Run 1, sequential cells colored by netlist name:
(3 px per µm)
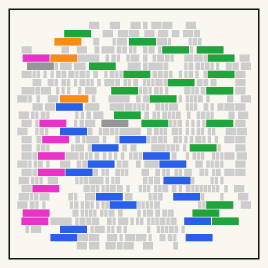
Run 1, track usage over the die:
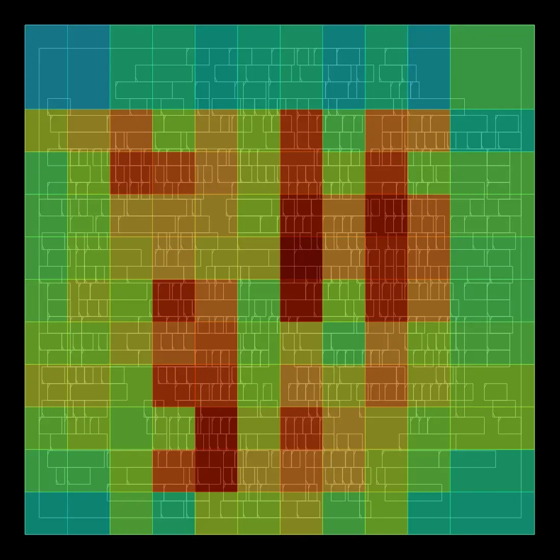
Run 1, selected gate families:
(3 px per µm)
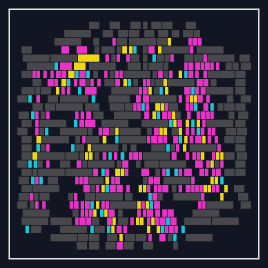
## config.mk

```make
export PLATFORM = sky130hd
export DESIGN_NAME = msg_streamer
export DESIGN_NICKNAME = d
export VERILOG_FILES = /design/src/rtl/msg_pkg.sv /design/src/rtl/msg_streamer.sv
export SDC_FILE = /design/constraint.sdc
export NUM_CORES = 1
export LEC_CHECK = 0
export ABC_AREA = 1
export CORE_MARGIN = 2
export CORE_UTILIZATION = 50
export CTS_CLUSTER_DIAMETER = 80
export CTS_CLUSTER_SIZE = 30
export DETAILED_ROUTE_END_ITERATION = 7
export PLACE_DENSITY = 0.85
export SLEW_MARGIN = 30
export SYNTH_ARGS = -nofsm -noshare
export SYNTH_HDL_FRONTEND = slang
export SYNTH_SLANG_ARGS = --single-unit
```

## constraint.sdc

```tcl
create_clock -name CLK -period 2.2 [get_ports CLK]
set_input_delay 0.66 -clock CLK [delete_from_list [all_inputs] [get_ports CLK]]
set_output_delay 0.66 -clock CLK [all_outputs]
set_load 0.01 [all_outputs]
```

## src/rtl/msg_pkg.sv

```systemverilog
// Shared encodings for the message streamer: FSM states, line-ending characters
// and the length counter width.
package msg_pkg;

    localparam int LEN_W = 16;

    localparam logic [7:0] CHAR_CR = 8'h0D;
    localparam logic [7:0] CHAR_LF = 8'h0A;

    typedef enum logic [2:0] {
        IDLE  = 3'd0,
        FETCH = 3'd1,
        CHECK = 3'd2,
        SEND  = 3'd3,
        FIN   = 3'd4,
        CR    = 3'd5,
        LF    = 3'd6
    } state_e;

endpackage

```

## src/rtl/msg_streamer.sv

```systemverilog
// Streams a terminator-delimited string from a synchronous ROM to a valid/ready byte sink.
// Optional: define MSG_STREAMER_CRLF_EN to append CR LF after each message.
module msg_streamer
    import msg_pkg::*;
#(
    parameter int unsigned            AddrWidth  = 19,
    parameter int unsigned            DataWidth  = 8,
    parameter logic [DataWidth-1:0]   Terminator = '0,
    parameter int unsigned            MaxLen     = 1024
) (
    input  logic                 CLK,
    input  logic                 RST,
    input  logic                 START,
    input  logic [AddrWidth-1:0] BASE,
    output logic [AddrWidth-1:0] ROM_ADDR,
    input  logic [DataWidth-1:0] ROM_DATA,
    output logic [DataWidth-1:0] TX_DATA,
    output logic                 TX_VALID,
    input  logic                 TX_READY,
    output logic                 BUSY,
    output logic                 DONE,
    output logic                 OVF,
    output logic [LEN_W-1:0]     LEN
);

    state_e               state_q, state_d;
    logic [AddrWidth-1:0] addr_q, addr_d;
    logic [DataWidth-1:0] tx_data_q, tx_data_d;
    logic                 tx_valid_q, tx_valid_d;
    logic                 ovf_q, ovf_d;
    logic [LEN_W-1:0]     len_q, len_d;

    logic hs;
    logic is_term;
    logic at_max;

    assign hs      = tx_valid_q & TX_READY;
    assign is_term = (ROM_DATA == Terminator);
    assign at_max  = (len_q == LEN_W'(MaxLen));

    always_ff @(posedge CLK or posedge RST) begin
        if (RST) begin
            state_q    <= IDLE;
            addr_q     <= '0;
            tx_data_q  <= '0;
            tx_valid_q <= 1'b0;
            ovf_q      <= 1'b0;
            len_q      <= '0;
        end else begin
            state_q    <= state_d;
            addr_q     <= addr_d;
            tx_data_q  <= tx_data_d;
            tx_valid_q <= tx_valid_d;
            ovf_q      <= ovf_d;
            len_q      <= len_d;
        end
    end

    always_comb begin
        state_d    = state_q;
        addr_d     = addr_q;
        tx_data_d  = tx_data_q;
        tx_valid_d = tx_valid_q;
        ovf_d      = ovf_q;
        len_d      = len_q;
        case (state_q)
            IDLE: begin
                if (START) begin
                    addr_d  = BASE;
                    len_d   = '0;
                    ovf_d   = 1'b0;
                    state_d = FETCH;
                end
            end
            FETCH: state_d = CHECK;
            CHECK: begin
                if (is_term || at_max) begin
                    // Terminator takes priority, so a message of exactly MaxLen bytes is not an overflow.
                    ovf_d = ovf_q | (~is_term & at_max);
`ifdef MSG_STREAMER_CRLF_EN
                    tx_data_d  = DataWidth'(CHAR_CR);
                    tx_valid_d = 1'b1;
                    state_d    = CR;
`else
                    state_d    = FIN;
`endif
                end else begin
                    tx_data_d  = ROM_DATA;
                    tx_valid_d = 1'b1;
                    state_d    = SEND;
                end
            end
            SEND: begin
                if (hs) begin
                    tx_valid_d = 1'b0;
                    len_d      = len_q + 1'b1;
                    addr_d     = addr_q + 1'b1;
                    state_d    = FETCH;
                end
            end
`ifdef MSG_STREAMER_CRLF_EN
            CR: begin
                if (hs) begin
                    tx_data_d = DataWidth'(CHAR_LF);
                    state_d   = LF;
                end
            end
            LF: begin
                if (hs) begin
                    tx_valid_d = 1'b0;
                    state_d    = FIN;
                end
            end
`endif
            FIN:     state_d = IDLE;
            default: state_d = IDLE;
        endcase
    end

    assign ROM_ADDR = addr_q;
    assign TX_DATA  = tx_data_q;
    assign TX_VALID = tx_valid_q;
    assign BUSY     = (state_q != IDLE);
    assign DONE     = (state_q == FIN);
    assign OVF      = ovf_q;
    assign LEN      = len_q;

endmodule

```

==> ci_impl_report.md, run 1 <==
## PnR job results

| Metric | Value |
|---|---|
| Place WS | 0.0939 ns |
| Largest net degree at the start of global routing | 35 |
| NumNets Final | about 560 |
| Final setup margin | 0.148 ns |
| Final Routed Wirelength | slightly above 8000 µm |
| Slowest-stage cell, CP | clkdlybuf4s50_1 |
| Top FF cell, synth | dfrtp_1 |
| Max_cap viols | 0 |
| Crit path DRT | about 1.5 ns |
| FP Core Util | 0.520 |
| Register area share after synthesis | 0.388 |
| Initial antenna violation count | 0 |
| WHS Endpoint | TX_DATA[1] |
| Largest fanout on the critical path | 7 |
| Post-route ant nets | 0 |
| Multiplexer share | 0 |
| Synth Warn # | 0 |
| Internal power | roughly 1.2 mW |
| Net Sw Power | 0.333 mW |
| Post-synth ARST share | 1.00 |
| Worst Path Arrival | 1.39 ns |
| Final Wtd Congestion | 0.856 |
| Nets at Floorplan | 481 |
| Hold path startpoint | TX_DATA[1] |
| Slew Limit Headroom | 0.731 |
| Yosys adder share | 0.0121 |
| Hold WC Path Type | flip-flop to flip-flop |
| Clock Latency Late Sink | slightly above 0.3 ns |
| Largest area contributor in the netlist | dfrtp_1 |
| WP buf/inv | 1 |
| CTS Buf Count | 5 |
| Simple-gate share of the synthesized area | 0.411 |
| Switching Share | 0.218 |
| Sequential Power Share | 0.579 |
| Clock net power | 0.554 mW |
| Final worst-path cycle share | 0.933 |
| FP Rows | 28 |
| Global-route wire length before repair | 13300 µm |
| Dpl cells | just under 600 |
| Setup_tns | 0 ns |
| Top-count cell post-synth | nand2_1 |
| Slew Limit Fails | 0 |
| Reg-to-reg startpoint | state_q[1] |
| Die x size | 82.7 µm |
| Tot Pwr | 1.53 mW |
| XOR Share, Synth | 0.00566 |
| Synth flops | between 40 and 50 |
| Met2 WL | between 3000 and 4000 µm |
| Post-layout util | 0.679 |
| Min Tclk post-route | around 2 ns |
| RSZ-0062 raised after global routing | false |
| DR WL met3 | 663 µm |
| Top power group | sequential cells |
| Cell area after synthesis | slightly above 0.003 mm² |
| R2R Path End | ROM_ADDR[13] |
| Total grt overflow | 0 |
| # diodes | 0 |
| CTS H-tree depth | 2 |
| Root Driver | clkbuf_8 |
| Dominant logic cell type in the layout | nand2_1 |
| Share of the synthesized area in the top cell type | 0.388 |
| Die ar. | approximately 0.007 mm² |
| Clk tree area frac | 0.0223 |
| Post-synth EDFFs | 0 |
| R2R depth | 9 |
| Outcome | finished, final reports clean |
| Element type at the critical path start | flip-flop |
| Hpwl dp | approximately 6000 µm |
| Clock Skew | 0.0129 ns |
| Worst setup endpoint | LEN[7] |
| Vias in the first global route | 3040 |
| Tap cells | roughly 75 |
| WHS | around 0.50 ns |
| Placed inst area | slightly below 0.004 mm² |
| Log Warnings | 27 |
| Iteration-0 DRC Markers | about 290 |
| Hold bufs inserted after CTS | 0 |
| Met1 WL | 3410 µm |
| DR top layer | met4 |
## Picture notes: 'sequential cells colored by netlist name'
Key: `LEN` = blue [placed flops 16]; `TX_DATA` = magenta [placed flops 8]; `state_q` = orange [placed flops 3]; `ROM_ADDR` = green [placed flops 19]

## Picture notes: 'track usage over the die'
GR Util All Layers: 0.249
GR Layer Usage met2: 0.446
average wire per standard cell: 13.6 µm
grt peak-use layer: met2
M3 GR Usage: 0.0446

## Picture notes: 'selected gate families'
Key: inverters = cyan [cells 50, where all over the die]; NOR gates = yellow [cells 65]; NAND gates = magenta [cells 204]

Run 1, a small window of the routed layout:
Window x 29 to 54, y 12 to 37 µm. Cells in gray, sequential cells in the stronger gray; small squares are vias.
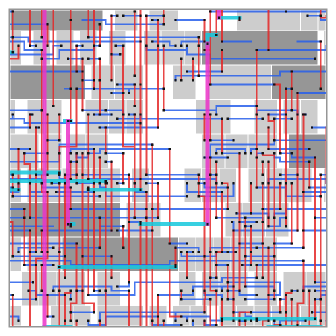

==> inputs of run 2 (changes only) <==
--- a/config.mk
+++ b/config.mk
@@ -11,8 +11,7 @@
 export CTS_CLUSTER_DIAMETER = 80
 export CTS_CLUSTER_SIZE = 30
 export DETAILED_ROUTE_END_ITERATION = 7
-export PLACE_DENSITY = 0.85
-export SLEW_MARGIN = 30
+export PLACE_DENSITY_LB_ADDON = 0.05
 export SYNTH_ARGS = -nofsm -noshare
 export SYNTH_HDL_FRONTEND = slang
 export SYNTH_SLANG_ARGS = --single-unit
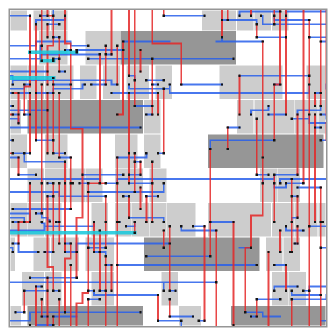
Run 2: a small window of the routed layout
Window x 29 to 54, y 12 to 37 µm. Cells in gray, sequential cells in the stronger gray; small squares are vias.
Key: met2 = red; met3 = cyan; met1 = blue
Netlist names of flops here include `LEN` (4), `ROM_ADDR` (2). Most frequent: nand2_1 (17), inv_1 (9), nand3_1 (9). Sequential cells in the window: 6. 64 logic cells have their middle in the window.

==> run 2 against run 1 <==
  * Critical path depth unchanged
  * Final cell count is the same
  * Final area rose by 0.12%
  * Routed wire length shrank 4.2%
  * Sequential share of layout area about the same
  * Area after synthesis stayed put
  * Clock power up 3%
  * Setup slack improved by 0.0087 ns
  * Critical path type unchanged
  * Highest routed layer unchanged
==> ci_impl_report.md, run 2 <==
## PnR job results

| Metric | Value |
|---|---|
| Yosys adder share | 0.0121 (unchanged) |
| Clock Latency Late Sink | 0.30 ns (about the same) |
| Post-synth EDFFs | 0 (unchanged) |
| Hold WC Path Type | flip-flop to flip-flop |
| Top FF cell, synth | dfrtp_1 |
| Worst Path Arrival | 1.38 ns (about the same) |
| GR Util All Layers | 0.232 (-0.0169) |
| Grt peak-use layer | met2 |
| Die x size | 82.7 µm (unchanged) |
| R2R depth | 8 (-1) |
| Slew Limit Fails | 0 (unchanged) |
| Die ar. | 0.00683 mm² (unchanged) |
| Slew Limit Headroom | 0.722 (-0.00892) |
| Total grt overflow | 0 (unchanged) |
| Post-layout util | 0.679 (+0.000841) |
| Final setup margin | 0.156 ns (+0.00874 ns) |
| Final Wtd Congestion | 0.827 (-3.4%) |
| Largest net degree at the start of global routing | 51 (+46%) |
| Average wire per standard cell | 13.0 µm (-4.2%) |
| CTS H-tree depth | 2 (unchanged) |
| Switching Share | 0.227 (+0.00903) |
| Place WS | 0.0863 ns (-0.00763 ns) |
| Net Sw Power | 0.351 mW (+5.3%) |
| Final Routed Wirelength | 7830 µm (-4.2%) |
| Worst setup endpoint | LEN[5] |
| Log Warnings | 27 (unchanged) |
| Nets at Floorplan | 481 (unchanged) |
| Reg-to-reg startpoint | state_q[2] |
| Internal power | 1.20 mW (about the same) |
| Slowest-stage cell, CP | clkdlybuf4s50_1 |
| Final worst-path cycle share | 0.929 (-0.00397) |
| Dominant logic cell type in the layout | nand2_1 |
| Clock net power | 0.570 mW (+3%) |
| Min Tclk post-route | 2.04 ns (-0.00874 ns) |
| Outcome | finished, final reports clean |
| Tot Pwr | 1.55 mW (+1.1%) |
| Synth flops | 48 (unchanged) |
| Met1 WL | 3580 µm (+5.1%) |
| DR WL met3 | 291 µm (-56%) |
| Largest area contributor in the netlist | dfrtp_1 |
| Iteration-0 DRC Markers | 108 (-63%) |
| Hpwl dp | 5540 µm (-7.6%) |
| Clock Skew | 0.00708 ns (-0.00586 ns) |
| Crit path DRT | 1.54 ns (about the same) |
| Root Driver | clkbuf_8 |
| Hold path startpoint | TX_DATA[7] |
| NumNets Final | 559 (unchanged) |
| FP Rows | 28 (unchanged) |
| Element type at the critical path start | flip-flop |
| WHS | 0.492 ns (-0.00310 ns) |
| Register area share after synthesis | 0.388 (unchanged) |
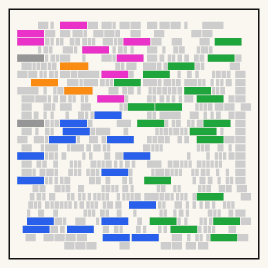
Run 2: sequential cells colored by netlist name
(3 px per µm)
Key: `ROM_ADDR` = green [placed flops 19]; `LEN` = blue [placed flops 16]; `TX_DATA` = magenta [placed flops 8]; `state_q` = orange [placed flops 3]

Power figures rest on the tool's default switching activity, not on a simulated workload.
